<file path="src/rtl/vdma_pkg.sv">
// ---------------------------------------------------------------------------
// vdma_pkg
// Shared definitions for the VDMA write-side burst scheduler:
//   - wr_state_t      : scheduler FSM states
//   - CMD_FIFO_DEPTH  : depth of the burst command queue (power of two)
//   - CMD_FIFO_AW     : pointer width for that queue
//   - fb_advance()    : next write frame buffer, skipping the reader's one
// ---------------------------------------------------------------------------
package vdma_pkg;

  typedef enum logic [1:0] {
    ST_IDLE   = 2'd0,
    ST_ARMED  = 2'd1,
    ST_ACTIVE = 2'd2,
    ST_DRAIN  = 2'd3
  } wr_state_t;

  localparam int CMD_FIFO_DEPTH = 4;
  localparam int CMD_FIFO_AW    = 2;

  // Step to the next buffer modulo fb_num; if that is the one the reader
  // holds, step once more. With fb_num >= 2 the result never equals rd.
  function automatic logic [1:0] fb_advance(input logic [1:0] cur,
                                            input logic [1:0] rd,
                                            input logic [2:0] fb_num);
    logic [2:0] nxt;
    nxt = {1'b0, cur} + 3'd1;
    if (nxt >= fb_num) nxt = 3'd0;
    if (nxt[1:0] == rd) begin
      nxt = nxt + 3'd1;
      if (nxt >= fb_num) nxt = 3'd0;
    end
    return nxt[1:0];
  endfunction

endpackage

</file>
<file path="src/rtl/wr_cmd_fifo.sv">
// ---------------------------------------------------------------------------
// wr_cmd_fifo
// Small show-ahead command queue (CMD_FIFO_DEPTH entries) for burst commands.
// The head entry is presented combinationally so it stays stable until popped.
// Ports:
//   clock      in   sole clock
//   rst_n      in   synchronous active-low reset (empties the queue)
//   i_wr_en    in   push i_wr_data (ignored when full and not popping)
//   i_wr_data  in   W-bit command word
//   i_rd_en    in   pop head entry (ignored when empty)
//   o_rd_data  out  head entry
//   o_empty    out  queue empty
//   o_full     out  queue full
// ---------------------------------------------------------------------------
module wr_cmd_fifo
  import vdma_pkg::*;
#(
  parameter int W = 40
) (
  input  logic         clock,
  input  logic         rst_n,
  input  logic         i_wr_en,
  input  logic [W-1:0] i_wr_data,
  input  logic         i_rd_en,
  output logic [W-1:0] o_rd_data,
  output logic         o_empty,
  output logic         o_full
);

  logic [W-1:0]           r_mem [CMD_FIFO_DEPTH];
  logic [CMD_FIFO_AW-1:0] r_wr_ptr;
  logic [CMD_FIFO_AW-1:0] r_rd_ptr;
  logic [CMD_FIFO_AW:0]   r_count;
  logic                   w_wr;
  logic                   w_rd;

  assign o_empty   = (r_count == '0);
  assign o_full    = (r_count == (CMD_FIFO_AW+1)'(CMD_FIFO_DEPTH));
  assign w_rd      = i_rd_en & ~o_empty;
  // A push into a full queue is accepted only when the head leaves this cycle.
  assign w_wr      = i_wr_en & (~o_full | w_rd);
  assign o_rd_data = r_mem[r_rd_ptr];

  always_ff @(posedge clock) begin
    if (w_wr) r_mem[r_wr_ptr] <= i_wr_data;
  end

  always_ff @(posedge clock) begin
    if (!rst_n) begin
      r_wr_ptr <= '0;
      r_rd_ptr <= '0;
      r_count  <= '0;
    end else begin
      if (w_wr) r_wr_ptr <= r_wr_ptr + CMD_FIFO_AW'(1);
      if (w_rd) r_rd_ptr <= r_rd_ptr + CMD_FIFO_AW'(1);
      r_count <= r_count + {{CMD_FIFO_AW{1'b0}}, w_wr} - {{CMD_FIFO_AW{1'b0}}, w_rd};
    end
  end

endmodule

</file>
<file path="src/rtl/vdma_wr_scheduler.sv">
// ---------------------------------------------------------------------------
// vdma_wr_scheduler
// Turns capture-port timing pulses into AXI-style write burst commands for a
// multi-buffered frame store. Pixel data does not pass through this block.
// Optional feature: define VDMA_WR_OVF_CHK_EN to drop commands pushed into a
// full queue and raise a sticky err_ovf; otherwise err_ovf is tied low.
// Ports:
//   clock, rst_n                 sole clock; synchronous active-low reset
//   enable                       run request
//   base_addr                    byte address of buffer 0
//   frame_stride, line_stride    bytes between buffers / between lines
//   falign, lalign, ealign       frame-start, line-end, frame-end pulses
//   data_vld                     one pixel beat accepted by the capture port
//   rd_fb_idx                    buffer currently held by the reader
//   req_vld/req_rdy              burst command handshake
//   req_addr, req_len            burst start address and beat count
//   burst_done                   one pulse per completed burst
//   wr_fb_idx                    buffer being written
//   frame_done                   one-cycle pulse when a frame is fully written
//   busy                         frame in progress or draining
//   err_ovf                      sticky command queue overflow
// ---------------------------------------------------------------------------
module vdma_wr_scheduler
  import vdma_pkg::*;
#(
  parameter int DSIZE     = 24,
  parameter int ADDR_W    = 32,
  parameter int BURST_LEN = 64,
  parameter int BPP       = 4,
  parameter int FB_NUM    = 3
) (
  input  logic              clock,
  input  logic              rst_n,
  input  logic              enable,
  input  logic [ADDR_W-1:0] base_addr,
  input  logic [ADDR_W-1:0] frame_stride,
  input  logic [ADDR_W-1:0] line_stride,
  input  logic              falign,
  input  logic              lalign,
  input  logic              ealign,
  input  logic              data_vld,
  input  logic [1:0]        rd_fb_idx,
  output logic              req_vld,
  input  logic              req_rdy,
  output logic [ADDR_W-1:0] req_addr,
  output logic [7:0]        req_len,
  input  logic              burst_done,
  output logic [1:0]        wr_fb_idx,
  output logic              frame_done,
  output logic              busy,
  output logic              err_ovf
);

  localparam int                CMD_W          = ADDR_W + 8;
  localparam logic [7:0]        LP_LEN_FULL    = 8'(BURST_LEN);
  localparam logic [7:0]        LP_LAST_BEAT   = 8'(BURST_LEN - 1);
  localparam logic [ADDR_W-1:0] LP_BURST_BYTES = ADDR_W'(BURST_LEN * BPP);
  localparam logic [2:0]        LP_FB_NUM      = 3'(FB_NUM);

  generate
    if (DSIZE < 1 || BURST_LEN < 1 || BURST_LEN > 255 || BPP < 1 ||
        FB_NUM < 2 || FB_NUM > 4) begin : g_param_chk
      $error("vdma_wr_scheduler: parameter out of range");
    end
  endgenerate

  wr_state_t         r_state;
  wr_state_t         w_state_next;
  logic [ADDR_W-1:0] r_line_base;   // buffer base + line * line_stride
  logic [ADDR_W-1:0] r_col_off;     // byte offset of current burst's first beat
  logic [7:0]        r_col_cnt;     // beats collected in the current burst
  logic [7:0]        r_outst;       // pushed commands not yet completed
  logic [1:0]        r_wr_fb_idx;
  logic              r_frame_done;

  logic              w_active;
  logic              w_start;
  logic              w_restart;
  logic              w_beat;
  logic              w_full_burst;
  logic              w_line_end;
  logic [7:0]        w_residue;
  logic              w_push;
  logic              w_push_ok;
  logic [7:0]        w_push_len;
  logic [ADDR_W-1:0] w_push_addr;
  logic [ADDR_W-1:0] w_frame_off;
  logic              w_pop;
  logic              w_bd;
  logic              w_frame_end;
  logic              w_fifo_empty;
  logic              w_fifo_full;
  logic [CMD_W-1:0]  w_fifo_rdata;

  // ---------------- FSM ----------------
  always_ff @(posedge clock) begin
    if (!rst_n) r_state <= ST_IDLE;
    else        r_state <= w_state_next;
  end

  always_comb begin
    w_state_next = r_state;
    w_frame_end  = 1'b0;
    case (r_state)
      ST_IDLE:   if (enable) w_state_next = ST_ARMED;
      ST_ARMED: begin
        if (!enable)     w_state_next = ST_IDLE;
        else if (falign) w_state_next = ST_ACTIVE;
      end
      // enable is deliberately not looked at here: a running frame completes.
      ST_ACTIVE: if (ealign) w_state_next = ST_DRAIN;
      ST_DRAIN: begin
        if (w_fifo_empty && (r_outst == 8'd0)) begin
          w_frame_end  = 1'b1;
          w_state_next = enable ? ST_ARMED : ST_IDLE;
        end
      end
      default:   w_state_next = ST_IDLE;
    endcase
  end

  // ---------------- command generation ----------------
  assign w_active  = (r_state == ST_ACTIVE);
  assign w_start   = (r_state == ST_ARMED) & enable & falign;
  // A repeated frame start discards the partial frame; frame end wins over it.
  assign w_restart = w_active & falign & ~ealign;
  assign w_beat       = w_active & data_vld & ~w_restart;
  assign w_full_burst = w_beat & (r_col_cnt == LP_LAST_BEAT);
  // Residue counts this cycle's beat first, so a line end coinciding with the
  // last beat sees the complete line.
  assign w_residue    = w_full_burst ? 8'd0 : (r_col_cnt + {7'd0, w_beat});
  assign w_line_end   = w_active & lalign & ~w_restart;
  assign w_push       = w_full_burst | (w_line_end & (w_residue != 8'd0));
  assign w_push_len   = w_full_burst ? LP_LEN_FULL : w_residue;
  assign w_push_addr  = r_line_base + r_col_off;

  // idx * frame_stride for a 2-bit idx, without a general multiplier.
  assign w_frame_off = ({ADDR_W{r_wr_fb_idx[0]}} & frame_stride) +
                       ({ADDR_W{r_wr_fb_idx[1]}} & {frame_stride[ADDR_W-2:0], 1'b0});

  assign w_pop     = ~w_fifo_empty & req_rdy;
  assign w_push_ok = w_push & (~w_fifo_full | w_pop);
  assign w_bd      = burst_done & (r_outst != 8'd0);

  always_ff @(posedge clock) begin
    if (!rst_n) begin
      r_line_base  <= '0;
      r_col_off    <= '0;
      r_col_cnt    <= '0;
      r_outst      <= '0;
      r_wr_fb_idx  <= '0;
      r_frame_done <= 1'b0;
    end else begin
      if (w_start || w_restart) begin
        r_line_base <= base_addr + w_frame_off;
        r_col_off   <= '0;
        r_col_cnt   <= '0;
      end else if (w_line_end) begin
        r_line_base <= r_line_base + line_stride;
        r_col_off   <= '0;
        r_col_cnt   <= '0;
      end else if (w_full_burst) begin
        r_col_cnt <= '0;
        r_col_off <= r_col_off + LP_BURST_BYTES;
      end else if (w_beat) begin
        r_col_cnt <= r_col_cnt + 8'd1;
      end

      r_outst <= r_outst + {7'd0, w_push_ok} - {7'd0, w_bd};

      if (w_frame_end) r_wr_fb_idx <= fb_advance(r_wr_fb_idx, rd_fb_idx, LP_FB_NUM);
      r_frame_done <= w_frame_end;
    end
  end

`ifdef VDMA_WR_OVF_CHK_EN
  logic r_err_ovf;
  logic w_ovf;
  assign w_ovf = w_push & w_fifo_full & ~w_pop;
  always_ff @(posedge clock) begin
    if (!rst_n)     r_err_ovf <= 1'b0;
    else if (w_ovf) r_err_ovf <= 1'b1;
  end
  assign err_ovf = r_err_ovf;
`else
  assign err_ovf = 1'b0;
`endif

  wr_cmd_fifo #(
    .W (CMD_W)
  ) u_cmd_fifo (
    .clock     (clock),
    .rst_n     (rst_n),
    .i_wr_en   (w_push_ok),
    .i_wr_data ({w_push_addr, w_push_len}),
    .i_rd_en   (w_pop),
    .o_rd_data (w_fifo_rdata),
    .o_empty   (w_fifo_empty),
    .o_full    (w_fifo_full)
  );

  assign req_vld    = ~w_fifo_empty;
  assign req_addr   = w_fifo_rdata[CMD_W-1:8];
  assign req_len    = w_fifo_rdata[7:0];
  assign wr_fb_idx  = r_wr_fb_idx;
  assign frame_done = r_frame_done;
  assign busy       = (r_state == ST_ACTIVE) || (r_state == ST_DRAIN);

endmodule

</file>
<file path="config.mk">
export PLATFORM = sky130hd
export DESIGN_NAME = vdma_wr_scheduler
export DESIGN_NICKNAME = d
export VERILOG_FILES = /design/src/rtl/vdma_pkg.sv /design/src/rtl/wr_cmd_fifo.sv /design/src/rtl/vdma_wr_scheduler.sv
export SDC_FILE = /design/constraint.sdc
export NUM_CORES = 1
export LEC_CHECK = 0
export CAP_MARGIN = 40
export CELL_PAD_IN_SITES_DETAIL_PLACEMENT = 2
export CELL_PAD_IN_SITES_GLOBAL_PLACEMENT = 2
export CORE_UTILIZATION = 35
export CTS_CLUSTER_DIAMETER = 60
export DETAILED_ROUTE_END_ITERATION = 16
export PLACE_DENSITY_LB_ADDON = 0.1
export SYNTH_ARGS = -nofsm -noshare
export SYNTH_HDL_FRONTEND = slang
export SYNTH_SLANG_ARGS = --single-unit
</file>
<file path="constraint.sdc">
create_clock -name clock -period 8.6 [get_ports clock]
set_input_delay 1.29 -clock clock [delete_from_list [all_inputs] [get_ports clock]]
set_output_delay 1.29 -clock clock [all_outputs]
set_load 0.02 [all_outputs]
</file>
Fig. 1: signal wires on met3
(1.5 px per um) Cells faint in the background.
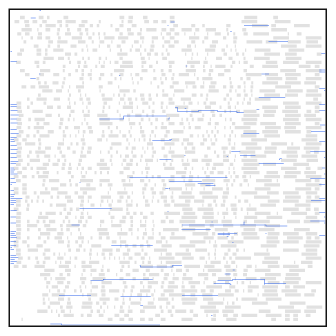
wire length on this layer = 1040 um
main direction = horizontal
share of all routed wire = 2.5%

Fig. 2: power grid
(2 px per um) Pins as bars on the die edge. Tap cells in grey.
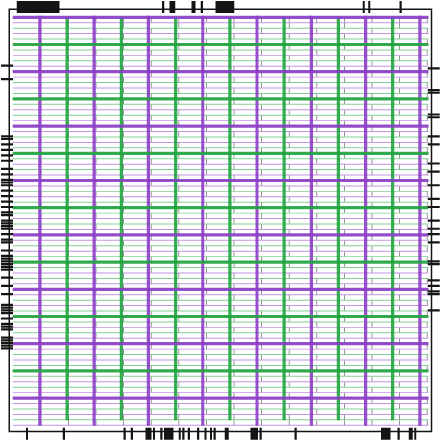
green -> VDD
purple -> VSS
met5 straps = 15
met4 straps = 15

Fig. 3: wiring by layer
(2 px per um)
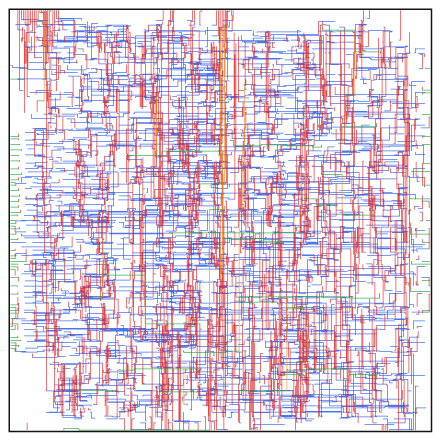
orange -> met4  # wire length 943 um
green -> met3  # wire length 1040 um
red -> met2  # wire length 20.3 mm
blue -> met1  # wire length 20.0 mm

Fig. 4: met2 routing
(1.5 px per um)
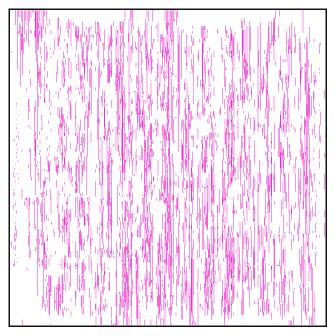
share of all routed wire = 48%
main direction = vertical
nets with wire on the layer = 1607
wire length on this layer = 20.3 mm

-- per-layer routing --
metal,global-route usage [%],wire length [um],part of all wire [%],up-vias
met4,5.56,942,2.2,0
met1,26.0,20000,47,5468
li1,-,-,-,5362
met5,0,0,0,-
met2,32.9,20300,48,154
met3,2.38,1040,2.5,55
-- path summary, 6_finish.rpt --
kind / from / end / cells past startpoint
worst max-delay path: ealign / r_outst[7] / 20
worst min-delay path: r_col_off[20] / r_col_off[20] / 2
worst max register to register: flop / r_outst[7] / 19
worst min register to register: r_col_off[20] / r_col_off[20] / 2
-- through the flow --
step           utilization, %  hold WS, ps  instance area (sq um)  std cells
5_1_grt                  43.7          557                  18500       2141
6_report                 43.7          518                  18500       2141
3_5_place_dp             41.1          509                  17400       2079
4_1_cts                  43.7          518                  18500       2141
2_1_floorplan               -          464                  15200       1377
3_3_place_gp             40.9          487                  17300       2073
-- power groups by stage --
stage	clock, W	sequential, W	combinational (W)
after global routing	0.00143	0.00134	0.00105
after global placement	0	0.00137	0.000921
after detailed placement	0	0.00136	0.000975
after floorplan	0	0.00134	0.000621
final	0.00136	0.00134	0.000961
after CTS	0.00140	0.00134	0.000984
-- Yosys cell counts (13+ instances only) --
library cell / n / area (sq um)
clkbuf_1: 34 / 128
o21a_1: 14 / 105
o21ai_1: 16 / 80.1
o21ai_0: 48 / 240
nand2_1: 88 / 330
and3_1: 16 / 100
dfxtp_1: 86 / 1720
ha_1: 106 / 1330
xnor2_1: 54 / 473
nor3_1: 13 / 65.1
nor2b_1: 27 / 169
a211oi_1: 14 / 105
edfxtp_1: 160 / 4800
fa_1: 35 / 701
xor2_1: 56 / 490
nor2_1: 104 / 390
nand3_1: 24 / 120
inv_1: 48 / 180
nand2b_1: 19 / 119
a21oi_1: 96 / 480
mux4_2: 40 / 901
and2_1: 85 / 532
a21o_1: 35 / 263
o21bai_1: 13 / 97.6
nand4_1: 15 / 93.8
-- final cells by class --
cell class	count	area [sq um]	share of cell area, %
timing repair buffer	167	1680	9.09
clock inverter	18	135	0.730
sequential	246	6530	35.3
tap	577	722	3.90
clock buffer	44	952	5.14
multi-input combinational	1040	8310	44.9
inverter	49	184	0.993
-- critical path, delay by kind of cell --
family	cells	cell delay (ps)
AOI/OAI and AO/OA	8	1780
xor gates and xnor gates	1	80
adders and majority gates	2	460
buffers and inverters	4	750
and+or+nand+nor	5	1700
-- flip-flops by register name, summed over array words and instances, names as in the netlist, named ones only --
register / cells
r_state: 1
wr_fb_idx: 2
r_col_cnt: 8
u_cmd_fifo.r_mem: 160
u_cmd_fifo.r_count: 3
r_col_off: 24
r_outst: 8
u_cmd_fifo.r_wr_ptr: 2
frame_done: 1
u_cmd_fifo.r_rd_ptr: 2
r_line_base: 32
-- cell families after synthesis --
logic type | after synthesis
compound gates | 311
xor+xnor | 110
fa+ha+maj | 141
buf+inv | 91
flops | 246
mux | 49
other cells | 1
simple gates | 428
==> flow_summary_export.csv <==
group,metric,value,unit
worst_setup_path,endpoint_kind,"flop",
grt,grt_overflow_total,0,
placement,port_buffers,151,
run,timing.max_cap.violations,0,
finish,layout_top_cells,"edfxtp_1, clkdlybuf4s50_1, ha_1, nor2_1, a21oi_1",
finish,drive_gt1_share,8.89,%
logic_synthesis,synth_stat.cells,1377,
grt,antenna_found_initial,0,
worst_setup_path,rrSetupSlack,3680,ps
power_and_ir_drop,clock_power_share,37.1,%
clock_network,cts-htree-levels,2,
logic_synthesis,netlist_area,0.0152,sq mm
power_and_ir_drop,power.total,0.00365,W
finish,lay_top_count,"edfxtp_1",
sta,setup_viol,0,
finish,fillers,4441,
worst_setup_path,start_kind,"input port",
placement,routabilityCongestion,0.815,
route,drc_errors,0,
run,tool_warnings,32,
logic_synthesis,ys_seq_share,43.0,%
logic_synthesis,ys_sh_simple,15.0,%
sta,rsz0062_at_grt,"no",
logic_synthesis,fp_nets,1625,
floorplanning,io_pins,153,
worst_setup_path,worstPathCellList,"clkdlybuf4s50_1 > inv_1 > a211oi_4 > nand2_4 > nor4_4 > nor2_1 > nor4_4 > a221oi_4 > inv_2 > ha_1 > inv_1 > ha_1 > a21o_1 > a21oi_1 > o21bai_1 > a21oi_1 > o21bai_1 > a21oi_1 > xor2_1 > and2_1",
finish,fin_nets,1787,
sta,finalCritPeriodShare,66.0,%
logic_synthesis,edf_count,160,
worst_setup_path,crit_type,"in2reg",
logic_synthesis,xor_share,6.34,%
sta,fin_skew,19.2,ps
power_and_ir_drop,combPwrFrac,26.3,%
power_and_ir_drop,p_sw,0.00105,W
clock_network,cts_buffers,35,
clock_network,root_buffer,"clkbuf_16",
route,drtAntennaViolNets,0,
clock_network,cts.sink_count,246,
outcome,status,"finished, final reports clean",
min_path,hp-class,"reg2reg",
worst_setup_path,slowest_stage,"nor4_4",
clock_network,clock_path_buffers,3,
route,dr_total_vias,11039,
logic_synthesis,ys_ff,246,
power_and_ir_drop,vdd_drop_max,0.106,mV
power_and_ir_drop,intPower,0.00260,W
worst_setup_path,crit_path_max_incr_delay,700,ps
finish,area_growth,21.9,%
worst_setup_path,worst-path-max-fanout,13,
sta,maxSlewViolCount,0,
placement,dp_hpwl,32.0,mm
power_and_ir_drop,p_leak,7.23,nW
sta,tightestPinTransition,895,ps
placement,post-place-ws,2410,ps
worst_setup_path,required,9000,ps
sta,period_needed,5680,ps
floorplanning,coreArea,0.0424,sq mm
floorplanning,fp-utilization,35.8,%
logic_synthesis,netlist_logic_family_top,"simple AND/OR/NAND/NOR gates",
route,firstDrtPassIters,4,
logic_synthesis,adder_share,13.3,%
logic_synthesis,synthAoiAreaFrac,13.5,%
route,drtIter0Drc,456,
logic_synthesis,yosys_warnings,0,
route,via_per_inst,5.16,
power_and_ir_drop,p_sw_share,28.9,%
floorplanning,dieWidth,210,um
grt,grt_pass1_vias,12281,
floorplanning,rows,75,
logic_synthesis,async_reset_ff_share,0,%
sta,relSlewSlack,39.9,%
floorplanning,dieHeight,210,um
power_and_ir_drop,cellPowerDensity,197,mW/mm^2
grt,grt.total_usage,19.4,%
sta,hold_viol_final,0,
route,totalWireLength,42.3,mm
clock_network,cts_hold_buffers,0,
clock_network,post_cts_buffers,0,
sta,setup-tns-final,0,ps
power_and_ir_drop,seqPwrFrac,36.6,%
worst_setup_path,arrival,6080,ps
sta,finalWorstSetupSlack,2920,ps
logic_synthesis,ys.flop_type,"edfxtp_1",
logic_synthesis,ys_types,82,
route,wire_per_inst,19.8,um
floorplanning,die_area,0.0443,sq mm
logic_synthesis,yosysChipArea,0.0152,sq mm
sta,max_freq,176,MHz
logic_synthesis,synth.area.mux_share,6.52,%
grt,grt_pass1_wl,67.6,mm
clock_network,cts_tree,"yes",
logic_synthesis,netlist_instances,1377,
grt,grt_max_degree,53,
clock_network,post_cts_resized,0,
worst_setup_path,critPathMostFrequentCell,"a21oi_1",
clock_network,path_clk_slew,50,ps
clock_network,clk_latency,520,ps
finish,antenna-diode-count,0,
logic_synthesis,postSynthAreaPerCell,11.0,sq um
No activity file was given, so power comes from the tool's default toggle rates.
